[config.mk]
export PLATFORM = sky130hd
export DESIGN_NAME = sram_port_arbiter_flat
export DESIGN_NICKNAME = d
export VERILOG_FILES = /design/src/rtl/sram_port_arbiter_if.sv /design/src/rtl/sram_port_arbiter.sv /design/src/flat_wrapper.sv
export SDC_FILE = /design/constraint.sdc
export NUM_CORES = 1
export LEC_CHECK = 0
export CAP_MARGIN = 20
export CORE_AREA = 2 2 115 117
export DETAILED_ROUTE_END_ITERATION = 8
export DIE_AREA = 0 0 117 119
export GPL_TIMING_DRIVEN = 0
export SLEW_MARGIN = 20
export SYNTH_ARGS = -nofsm -noshare
export SYNTH_HDL_FRONTEND = slang
export SYNTH_SLANG_ARGS = --single-unit
[constraint.sdc]
create_clock -name sram_clk -period 3.9 [get_ports sram_clk]
set_clock_uncertainty 0.2 [all_clocks]
set_input_delay 1.17 -clock sram_clk [delete_from_list [all_inputs] [get_ports sram_clk]]
set_output_delay 1.17 -clock sram_clk [all_outputs]
set_load 0.05 [all_outputs]
[src/rtl/sram_port_arbiter_if.sv]
// sram_port_arbiter_if: one requester port of the SRAM arbiter (request, write bus, grant, read return, grant count).
interface sram_port_arbiter_if #(
  parameter int SRAM_ADDR_WIDTH = 16,
  parameter int SRAM_DATA_WIDTH = 32,
  parameter int CNT_WIDTH       = 16
);
  logic                         req;
  logic                         lock;
  logic [SRAM_ADDR_WIDTH-1:0]   addr;
  logic [SRAM_DATA_WIDTH/8-1:0] wstrb;
  logic [SRAM_DATA_WIDTH-1:0]   wdata;
  logic                         gnt;
  logic                         rvalid;
  logic [SRAM_DATA_WIDTH-1:0]   rdata;
  logic [CNT_WIDTH-1:0]         gnt_cnt;
  modport master (output req, lock, addr, wstrb, wdata, input gnt, rvalid, rdata, gnt_cnt);
  modport slave  (input req, lock, addr, wstrb, wdata, output gnt, rvalid, rdata, gnt_cnt);
endinterface

[src/rtl/sram_port_arbiter.sv]
// sram_port_arbiter: two-port round-robin arbiter onto a single-port SRAM with lock (RMW) support.
module sram_port_arbiter #(
  parameter int SRAM_ADDR_WIDTH = 16,
  parameter int SRAM_DATA_WIDTH = 32,
  parameter int CNT_WIDTH       = 16
) (
  input  logic                         sram_clk,
  input  logic                         sram_rst_n,
  sram_port_arbiter_if.slave           m0_if,
  sram_port_arbiter_if.slave           m1_if,
  output logic [SRAM_ADDR_WIDTH-1:0]   sram_addr_o,
  output logic [SRAM_DATA_WIDTH-1:0]   sram_din_o,
  output logic [SRAM_DATA_WIDTH/8-1:0] sram_we_o,
  output logic                         sram_en_o,
  input  logic [SRAM_DATA_WIDTH-1:0]   sram_dout_i
);
  typedef enum logic [1:0] {ARB, LOCK0, LOCK1} state_e;
  state_e               state_q, state_d;
  logic                 last_q, last_d;
  logic [1:0]           rd_q, rd_d;
  logic [CNT_WIDTH-1:0] cnt0_q, cnt0_d, cnt1_q, cnt1_d;
  logic                 gnt0, gnt1;
  // last_q=1 means port 1 won most recently, so port 0 has priority on contention
  always_comb begin
    gnt0 = sram_rst_n && m0_if.req && (state_q == LOCK0 || (state_q == ARB && (!m1_if.req || last_q)));
    gnt1 = sram_rst_n && m1_if.req && (state_q == LOCK1 || (state_q == ARB && (!m0_if.req || !last_q)));
    state_d = state_q;
    if (state_q == ARB)
      state_d = (gnt0 && m0_if.lock) ? LOCK0 : (gnt1 && m1_if.lock) ? LOCK1 : ARB;
    else if (state_q == LOCK0 && !m0_if.lock)
      state_d = ARB;
    else if (state_q == LOCK1 && !m1_if.lock)
      state_d = ARB;
    last_d = gnt0 ? 1'b0 : gnt1 ? 1'b1 : last_q;
    rd_d = {gnt1 && ~|m1_if.wstrb, gnt0 && ~|m0_if.wstrb};
    cnt0_d = cnt0_q + CNT_WIDTH'(gnt0 && !(&cnt0_q));
    cnt1_d = cnt1_q + CNT_WIDTH'(gnt1 && !(&cnt1_q));
    sram_en_o = gnt0 || gnt1;
    sram_addr_o = gnt0 ? m0_if.addr : gnt1 ? m1_if.addr : '0;
    sram_din_o = gnt0 ? m0_if.wdata : gnt1 ? m1_if.wdata : '0;
    sram_we_o = gnt0 ? m0_if.wstrb : gnt1 ? m1_if.wstrb : '0;
  end
  always_ff @(posedge sram_clk or negedge sram_rst_n) begin
    if (!sram_rst_n) begin
      state_q <= ARB;
      last_q  <= 1'b1;
      rd_q    <= '0;
      cnt0_q  <= '0;
      cnt1_q  <= '0;
    end else begin
      state_q <= state_d;
      last_q  <= last_d;
      rd_q    <= rd_d;
      cnt0_q  <= cnt0_d;
      cnt1_q  <= cnt1_d;
    end
  end
  assign m0_if.gnt     = gnt0;
  assign m1_if.gnt     = gnt1;
  assign m0_if.rvalid  = rd_q[0];
  assign m1_if.rvalid  = rd_q[1];
  assign m0_if.rdata   = sram_dout_i;
  assign m1_if.rdata   = sram_dout_i;
  assign m0_if.gnt_cnt = cnt0_q;
  assign m1_if.gnt_cnt = cnt1_q;
endmodule

[src/flat_wrapper.sv]
// flat-port wrapper written by rule: the top's interface ports become plain ports
module sram_port_arbiter_flat 
#(
  parameter int SRAM_ADDR_WIDTH = 16,
  parameter int SRAM_DATA_WIDTH = 32,
  parameter int CNT_WIDTH       = 16
)
  (sram_clk, sram_rst_n, sram_addr_o, sram_din_o, sram_we_o, sram_en_o, sram_dout_i, m0_if_req, m0_if_lock, m0_if_addr, m0_if_wstrb, m0_if_wdata, m0_if_gnt, m0_if_rvalid, m0_if_rdata, m0_if_gnt_cnt, m1_if_req, m1_if_lock, m1_if_addr, m1_if_wstrb, m1_if_wdata, m1_if_gnt, m1_if_rvalid, m1_if_rdata, m1_if_gnt_cnt);
  sram_port_arbiter_if #(.SRAM_ADDR_WIDTH(SRAM_ADDR_WIDTH), .SRAM_DATA_WIDTH(SRAM_DATA_WIDTH), .CNT_WIDTH(CNT_WIDTH)) m0_if_i ();
  sram_port_arbiter_if #(.SRAM_ADDR_WIDTH(SRAM_ADDR_WIDTH), .SRAM_DATA_WIDTH(SRAM_DATA_WIDTH), .CNT_WIDTH(CNT_WIDTH)) m1_if_i ();
  input  logic sram_clk;
  input  logic sram_rst_n;
  output logic [SRAM_ADDR_WIDTH-1:0] sram_addr_o;
  output logic [SRAM_DATA_WIDTH-1:0] sram_din_o;
  output logic [SRAM_DATA_WIDTH/8-1:0] sram_we_o;
  output logic sram_en_o;
  input  logic [SRAM_DATA_WIDTH-1:0] sram_dout_i;
  input wire logic [$bits(m0_if_i.req)-1:0] m0_if_req;
  input wire logic [$bits(m0_if_i.lock)-1:0] m0_if_lock;
  input wire logic [$bits(m0_if_i.addr)-1:0] m0_if_addr;
  input wire logic [$bits(m0_if_i.wstrb)-1:0] m0_if_wstrb;
  input wire logic [$bits(m0_if_i.wdata)-1:0] m0_if_wdata;
  output wire logic [$bits(m0_if_i.gnt)-1:0] m0_if_gnt;
  output wire logic [$bits(m0_if_i.rvalid)-1:0] m0_if_rvalid;
  output wire logic [$bits(m0_if_i.rdata)-1:0] m0_if_rdata;
  output wire logic [$bits(m0_if_i.gnt_cnt)-1:0] m0_if_gnt_cnt;
  input wire logic [$bits(m1_if_i.req)-1:0] m1_if_req;
  input wire logic [$bits(m1_if_i.lock)-1:0] m1_if_lock;
  input wire logic [$bits(m1_if_i.addr)-1:0] m1_if_addr;
  input wire logic [$bits(m1_if_i.wstrb)-1:0] m1_if_wstrb;
  input wire logic [$bits(m1_if_i.wdata)-1:0] m1_if_wdata;
  output wire logic [$bits(m1_if_i.gnt)-1:0] m1_if_gnt;
  output wire logic [$bits(m1_if_i.rvalid)-1:0] m1_if_rvalid;
  output wire logic [$bits(m1_if_i.rdata)-1:0] m1_if_rdata;
  output wire logic [$bits(m1_if_i.gnt_cnt)-1:0] m1_if_gnt_cnt;
  assign m0_if_i.req = m0_if_req;
  assign m0_if_i.lock = m0_if_lock;
  assign m0_if_i.addr = m0_if_addr;
  assign m0_if_i.wstrb = m0_if_wstrb;
  assign m0_if_i.wdata = m0_if_wdata;
  assign m0_if_gnt = m0_if_i.gnt;
  assign m0_if_rvalid = m0_if_i.rvalid;
  assign m0_if_rdata = m0_if_i.rdata;
  assign m0_if_gnt_cnt = m0_if_i.gnt_cnt;
  assign m1_if_i.req = m1_if_req;
  assign m1_if_i.lock = m1_if_lock;
  assign m1_if_i.addr = m1_if_addr;
  assign m1_if_i.wstrb = m1_if_wstrb;
  assign m1_if_i.wdata = m1_if_wdata;
  assign m1_if_gnt = m1_if_i.gnt;
  assign m1_if_rvalid = m1_if_i.rvalid;
  assign m1_if_rdata = m1_if_i.rdata;
  assign m1_if_gnt_cnt = m1_if_i.gnt_cnt;
  sram_port_arbiter #(.SRAM_ADDR_WIDTH(SRAM_ADDR_WIDTH), .SRAM_DATA_WIDTH(SRAM_DATA_WIDTH), .CNT_WIDTH(CNT_WIDTH)) u_core (.sram_clk(sram_clk), .sram_rst_n(sram_rst_n), .m0_if(m0_if_i), .m1_if(m1_if_i), .sram_addr_o(sram_addr_o), .sram_din_o(sram_din_o), .sram_we_o(sram_we_o), .sram_en_o(sram_en_o), .sram_dout_i(sram_dout_i));
endmodule
**Run 1: metal 3**

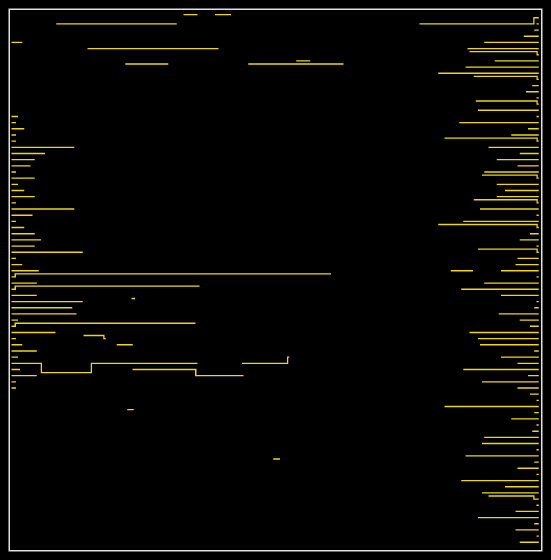
- longest straight run: 69.5 microns
- nets with wire on the layer: 143
- wire length on this layer: 1220 microns
routing usage on met3: 0.0509
total number of vias: 3203

**Run 1: where the registers sit**

Scale bar: 20 microns. Other sequential cells in the stronger gray, the rest of the logic in the fainter gray.
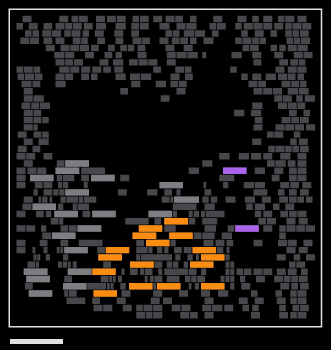
- orange: `u_core.m0_if.gnt_cnt` (placed flops 16; where south)
- purple: `u_core.rd_q` (placed flops 2)
- not colored: 19

**Run 1: congestion heat map**

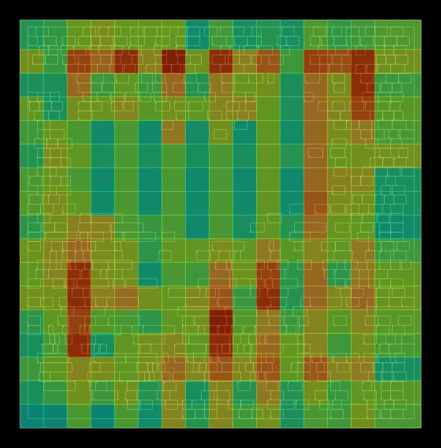
fin util: 0.459
met2 usage: 0.311
Overall Global Routing Usage: 0.169
DR WL/cell: 17.0 microns

**Run 1: logic cells by family**

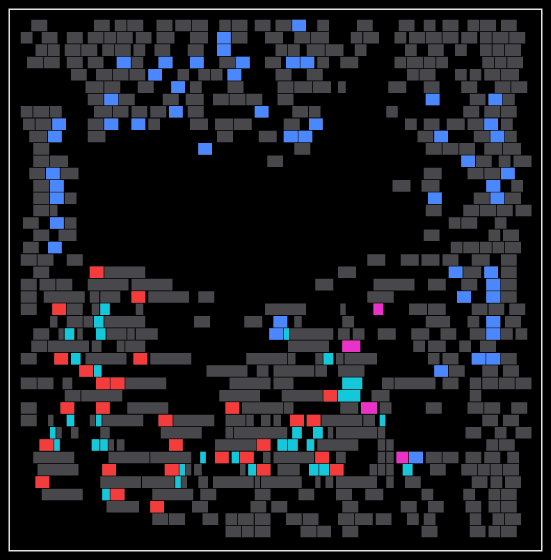
- magenta: AND and OR gates (cells 4)
- cyan: NOR gates (cells 31)
- blue: AND-OR and OR-AND gates (cells 51)
- red: XOR/XNOR gates (cells 28)

==> flow_summary.ini, run 1 <==
; yosys + openroad results
[run_status]
status = finished, final reports clean

[synth]
ys.warnings.count = 0
ys_area_sq_um = 2700
synth_top_cell_by_area = dfrtp_1
topCellsByArea = dfrtp_1, buf_4, a22o_1, xor2_1, nand3_1
syn_inst = 280
simple_gate_share = 0.139
synth_cell_type_count = 30
adder_share = 0.0231
synth_flops = 37
floorplan.nets = 427
logic_family = buffers and inverters
ys_sh_xor = 0.0907
avgSynthCellArea_sq_um = 9.66
yosys.area.top_type_share = 0.333
ys_seq_frac = 0.343
mux_share = 0
netlist_area_sq_um = 2700
aoi_share = 0.186
ys_cells = 280

[drt]
drt-initial-drc-count = 80
antenna_left = 0
viasPerCell = 4.34
drc = 0
dr.pass1.iters = 4
routed_wl_mm = 12.6

[final_timing]
slew_headroom = 0.640
period_used_share = 0.981
finalSetupTns_ns = 0
finalWorstSetupSlack_ns = 0.0734
max_slew.worst_pin.slew_ns = 0.538
slew_viol_final = 0
max_freq_mhz = 261
finalHoldViolations = 0
holdWs_ns = 0.304
setup_viol = 0
fin_crit_ns = 3.83

[power_and_ir_drop]
p_sw_frac = 0.449
ir_drop_uv = 316
comb-power_mw = 1.25
net-switching-power_mw = 0.991
combPwrFrac = 0.566
power.total_mw = 2.21
p_int_mw = 1.22
power_leader = combinational logic
power_leakage_nw = 2.68
pg_seq_mw = 0.537
clock_power_share = 0.190
sequentialPowerShare = 0.243
power_density_nw_per_um2 = 373
clk-power_mw = 0.420

[critical_path]
path_max_fanout = 16
end_kind = output pin
worstPathArrival_ns = 2.46
critPathKind = primary input to output pin
crit_path_start_kind = primary input
cp.required_ns = 2.53

[global_routing]
grt_pass1_vias = 3236
grt_pass1_wl_mm = 18.1
gr-total-overflow = 0
busiest_layer = met2
grt_antenna_before_repair = 0
use_met1 = 0.195
grt_max_degree = 17

[die]
core.rowCount = 42
coreArea_sq_um = 12900
die_area_sq_um = 13900
die_w_microns = 117
fp_util = 0.210
ioPinCount = 295
fp.dieH_microns = 119

[job]
cap_violations = 0
warnings = 27

[placement]
dpl_cell_area_sq_um = 5560
place.gp.congestion = 0.812
dp_slack_ns = -1.19
dp_hpwl_mm = 10.5
placed_cells = 719
port_buffers = 262

[layout]
diodes = 0
n_fill_cell = 1248
area_delta_synth_final_pct = 119
drive_above_1_share = 0.283
nNetsFinal = 708
fin_cells = 738
finalInstanceArea_sq_um = 5910

[clock_tree]
clkSlewWorstSetupHoldPaths_ns = 0.06
cts_resized = 353
cts_buffers = 5
insertion_delay_ns = 0.28
clock_path_buffers = 2
holdBufCountCts = 0
post_cts_buffers = 8
cts_tree = yes
clock_sinks = 37
htree_num_levels = 2
ctsRootBufferMaster = clkbuf_16

[hold_path]
hp-class = register to register
run 1: routing by layer:
| metal | up-vias | wire (microns) |
|---|---|---|
| li1 | 1526 | - |
| met1 | 1513 | 4720 |
| met2 | 159 | 6560 |
| met3 | 5 | 1220 |
| met4 | 0 | 45 |
| met5 | - | 0 |
run 1: cells by family (layout without fill, tap and decap cells):
logic type	Yosys count	in the layout
simple gates	68	68
fa+ha+maj	5	5
flops	37	37
compound gates	61	62
xor+xnor	28	28
buf+inv	81	362
run 1: path summary, 6_finish.rpt:
kind,cells past startpoint,slack [ns],end,start
worst max-delay path,8,0.07,sram_addr_o[2],sram_rst_n
worst min-delay path,1,0.30,u_core.m1_if.gnt_cnt[15]$_DFF_PN0_,u_core.m1_if.gnt_cnt[15]$_DFF_PN0_
worst max register to register,10,1.15,u_core.m1_if.gnt_cnt[14]$_DFF_PN0_,u_core.state_q[0]$_DFFE_PN0P_
worst min register to register,1,0.30,u_core.m1_if.gnt_cnt[15]$_DFF_PN0_,u_core.m1_if.gnt_cnt[15]$_DFF_PN0_
max in group asynchronous,3,2.54,u_core.last_q$_DFFE_PN1P_,sram_rst_n
min in group asynchronous,1,0.49,u_core.m1_if.gnt_cnt[4]$_DFF_PN0_,sram_rst_n
run 1: cell usage after synthesis:
cell type   n
nand3_1    15
and3b_1     1
o22a_1      2
nand4_1     8
nand2_1     7
nor2b_1     3
dfstp_2     1
a22o_1     49
nor4_1     11
nand2_4     1
a21oi_2     1
nand3b_1    2
ha_1        5
or3b_4      1
xor2_1     20
buf_4      64
a31oi_1     1
or4_1       1
o21ai_0     4
inv_1       6
nor3_1      8
and2_1      1
a21oi_1     4
xnor2_1     8
nor3b_1     1
buf_6       5
nor2_1      8
inv_4       1
buf_2       5
dfrtp_1    36
run 1: layout make-up:
class                      instances  area [sq um]  area share
timing repair buffer             273          2760       0.466
multi-input combinational        163          1220       0.207
sequential                        37           927       0.157
buffer                            74           597       0.101
tap                              176           220      0.0372
clock buffer                       7           153      0.0258
inverter                           7          33.8     0.00571
clock inverter                     1          5.00    0.000846
run 1: sequential cells by signal, summed over array words and instances, names as in the netlist:
| name | count |
|---|---|
| u_core.state_q | 2 |
| u_core.m1_if.gnt_cnt | 16 |
| u_core.m0_if.gnt_cnt | 16 |
| u_core.last_q | 1 |
| u_core.rd_q | 2 |
run 1: critical path, stage by stage:
cell	delay [ns]
buf_12	0.13
buf_12	0.13
nand3b_1	0.19
a21oi_4	0.19
buf_12	0.14
buf_6	0.13
a22o_1	0.18
buf_6	0.18
run 1: layout by cell type (no fill, tap or decap), types with 2 or more instances in the layout:
cell type / n
nand3_1: 15
a22o_1: 49
buf_12: 3
xor2_1: 20
inv_1: 6
o22a_1: 2
clkbuf_8: 2
dfrtp_1: 36
buf_4: 86
a21oi_1: 4
ha_1: 5
clkdlybuf4s50_1: 204
nand3b_1: 2
buf_6: 43
buf_2: 4
nor3_1: 8
xnor2_1: 8
nand2_1: 7
nor4_1: 11
nor2b_1: 2
nand4_1: 8
nor2_1: 8
clkdlybuf4s15_2: 3
o21ai_0: 3
a21oi_4: 2
clkbuf_16: 5
**Run 1: signal wires on met2**

Scale bar: 20 microns.
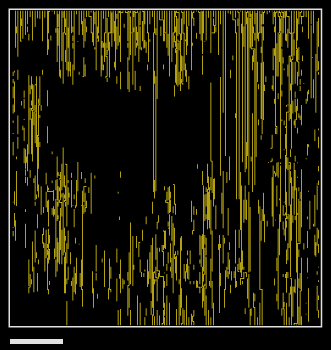

## Run 2: what changed since run 1
--- a/config.mk
+++ b/config.mk
@@ -5,11 +5,13 @@
 export SDC_FILE = /design/constraint.sdc
 export NUM_CORES = 1
 export LEC_CHECK = 0
+export ABC_AREA = 1
 export CAP_MARGIN = 20
-export CORE_AREA = 2 2 115 117
+export CORE_AREA = 2 2 114 116
 export DETAILED_ROUTE_END_ITERATION = 8
-export DIE_AREA = 0 0 117 119
+export DIE_AREA = 0 0 116 118
 export GPL_TIMING_DRIVEN = 0
+export PLACE_DENSITY = 0.68
 export SLEW_MARGIN = 20
 export SYNTH_ARGS = -nofsm -noshare
 export SYNTH_HDL_FRONTEND = slang
**Run 2: signal wires on met2**

Scale bar: 20 microns.
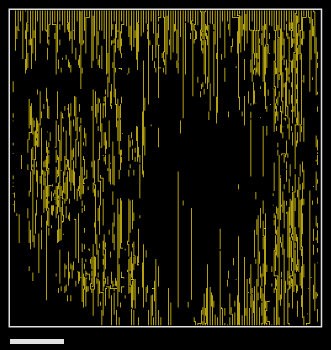
- nets with wire on the layer: 734
- wire length on this layer: 6560 microns
- longest straight run: 54.1 microns
- main direction: vertical
DRT Wirelength: 13.7 mm
total number of vias: 3777
met2 usage: 0.317

==> run 2 against run 1 <==
Maximum frequency up 0.90%; critical path type unchanged; clock power down 5.2%; register-to-register slack better by 0.34 ns; count of clock-buffer cells in the layout down 2; largest cell class unchanged; sequential power down 4.1%; synthesized cell count up 63%; worst hold slack better by 0.013 ns; die size down 1.7%; first-iteration DRC count up 73%.
==> flow_summary.ini, run 2 <==
; yosys + openroad results
[clock_tree]
cts_tree = yes
insertion_delay_ns = 0.28
cts_buffers = 5
clock_sinks = 37
ctsRootBufferMaster = clkbuf_16
holdBufCountCts = 0
clkSlewWorstSetupHoldPaths_ns = 0.06
clock_path_buffers = 2
htree_num_levels = 2

[die]
core.rowCount = 41
fp.dieH_microns = 118
die_area_sq_um = 13700
die_w_microns = 116
fp_util = 0.242
coreArea_sq_um = 12400
ioPinCount = 295

[final_timing]
slew_viol_final = 0
period_used_share = 0.972
max_slew.worst_pin.slew_ns = 0.582
finalHoldViolations = 0
max_freq_mhz = 264
setup_viol = 0
grt_setup_unrepaired = no
finalWorstSetupSlack_ns = 0.108
finalSetupTns_ns = 0
slew_headroom = 0.611
fin_crit_ns = 3.79

[global_routing]
grt_max_degree = 16
use_met3 = 0.0711
busiest_layer = met2
gr-total-overflow = 0
grt_usage = 0.187
grt_pass1_wl_mm = 20.0
use_met1 = 0.222
grt_pass1_vias = 3645
grt_antenna_before_repair = 0

[synth]
avgSynthCellArea_sq_um = 6.60
ys_cells = 456
yosys-top-cells-count = nand2_1, buf_4, nor2_1
ys_area_sq_um = 3010
yosys.area.top_type_share = 0.299
floorplan.nets = 603
ys_seq_frac = 0.308
ys.warnings.count = 0
syn_inst = 456
async_flop_share = 1.00
flop_cell = dfrtp_1
synth_top_cell_by_area = dfrtp_1
top_cell = nand2_1
topCellsByArea = dfrtp_1, nand2_1, buf_4, nor2_1, inv_1
synth_flops = 37
netlist_area_sq_um = 3010
edf_count = 0
synth_cell_type_count = 23

[drt]
dr.pass1.iters = 4
antenna_left = 0
routedWlPerCell_microns = 14.9
drt-initial-drc-count = 138
drc = 0
viasPerCell = 4.13

[critical_path]
slowest_delay_ns = 0.26
crit_chain = dlygate4sd2_1, nand3b_1, nand2_8, inv_8, bufbuf_16, nand2_1, nand2_1, buf_6
path_max_fanout = 7
regToRegSetupSlack_ns = 1.49
crit_path_frequent_cell = nand2_1
worstPathArrival_ns = 2.42
crit_path_start_kind = primary input
cp_top_family = buffers and inverters
end_kind = output pin
critical-path-slowest-cell = bufbuf_16
critPathKind = primary input to output pin
cp.required_ns = 2.53
path_buffers = 4

[layout]
diodes = 0
drive_above_1_share = 0.227
layout_top_cell = nand2_1
nNetsFinal = 889
finalInstanceArea_sq_um = 6150
final_cell_mix = nand2_1, clkdlybuf4s50_1, buf_4
area_delta_synth_final_pct = 104
n_fill_cell = 1248

[placement]
port_buffers = 262
dp_hpwl_mm = 11.3
dp_slack_ns = -0.892
place.gp.congestion = 0.883
dpl_cell_area_sq_um = 5860

[job]
cap_violations = 0
warnings = 28

[power_and_ir_drop]
ir_drop_uv = 293
power_density_nw_per_um2 = 346
power_leakage_nw = 2.93
power.total_mw = 2.13

[hold_path]
hp-class = register to register

[run_status]
status = finished, final reports clean
[run 2: cell types whose count changed after synthesis, sizes merged, moves of 2 or more]
cell / change
a21oi: -4
a22o: -49
inv: +19
nand2: +212
nor2: +32
nor2b: -3
nor3: -6
nor4: -11
o21ai: +6
o22a: -2
xor2: -11
[run 2: power breakdown]
part           total, mW  leakage (nW)  internal, mW  switching [mW]
combinational       1.21          2.38         0.463           0.750
sequential         0.515         0.485         0.440          0.0747
clock              0.398        0.0702         0.238           0.160
total               2.13          2.93          1.14           0.985
[run 2: cells by family (layout without fill, tap and decap cells)]
logic type | count (synthesis) | after routing | share of synthesized area
adders and majority gates | 5 | 5 | 0.0208
buffers and inverters | 100 | 387 | 0.224
xor gates and xnor gates | 16 | 16 | 0.0466
and+or+nand+nor | 287 | 287 | 0.382
DFF | 37 | 37 | 0.308
AOI/OAI and AO/OA | 11 | 11 | 0.0183
[run 2: final cells by class]
type	instances	area [sq um]	area share
multi-input combinational	319	1430	0.232
inverter	26	110	0.0179
buffer	74	589	0.0958
clock inverter	3	21.3	0.00346
tap	172	215	0.0350
sequential	37	927	0.151
clock buffer	5	125	0.0203
timing repair buffer	279	2730	0.444
[run 2: stage by stage]
stage	std cells	hold WS, ns	util
after floorplan	456	0.297	-
after CTS	906	0.320	0.489
after global placement	890	0.304	0.471
final	915	0.317	0.495
after detailed placement	891	0.310	0.472
after global routing	915	0.358	0.495
[run 2: worst paths after layout]
path / from / to / cells after the start
max reg2reg: u_core.last_q$_DFFE_PN1P_ / u_core.m0_if.gnt_cnt[10]$_DFF_PN0_ / 10
max: m0_if_req / sram_addr_o[9] / 8
max in group asynchronous: sram_rst_n / u_core.last_q$_DFFE_PN1P_ / 3
min reg2reg: u_core.m1_if.gnt_cnt[6]$_DFF_PN0_ / u_core.m1_if.gnt_cnt[6]$_DFF_PN0_ / 1
min: u_core.m1_if.gnt_cnt[6]$_DFF_PN0_ / u_core.m1_if.gnt_cnt[6]$_DFF_PN0_ / 1
min in group asynchronous: sram_rst_n / u_core.m1_if.gnt_cnt[11]$_DFF_PN0_ / 1
[run 2: routing by layer]
layer	part of all wire	vias to the layer above
met2	0.48	154
met4	0.020	0
met1	0.40	1701
li1	-	1900
met5	0	-
met3	0.10	22
[run 2: timing repair]
item / in CTS / in global routing
pin swaps: 3 / 1
gates cloned: 2 / 0
setup endpoints to repair: 55 / 51
buffers inserted: 5 / 9
resized: 341 / 11
Power is estimated from default activity; no workload was simulated.
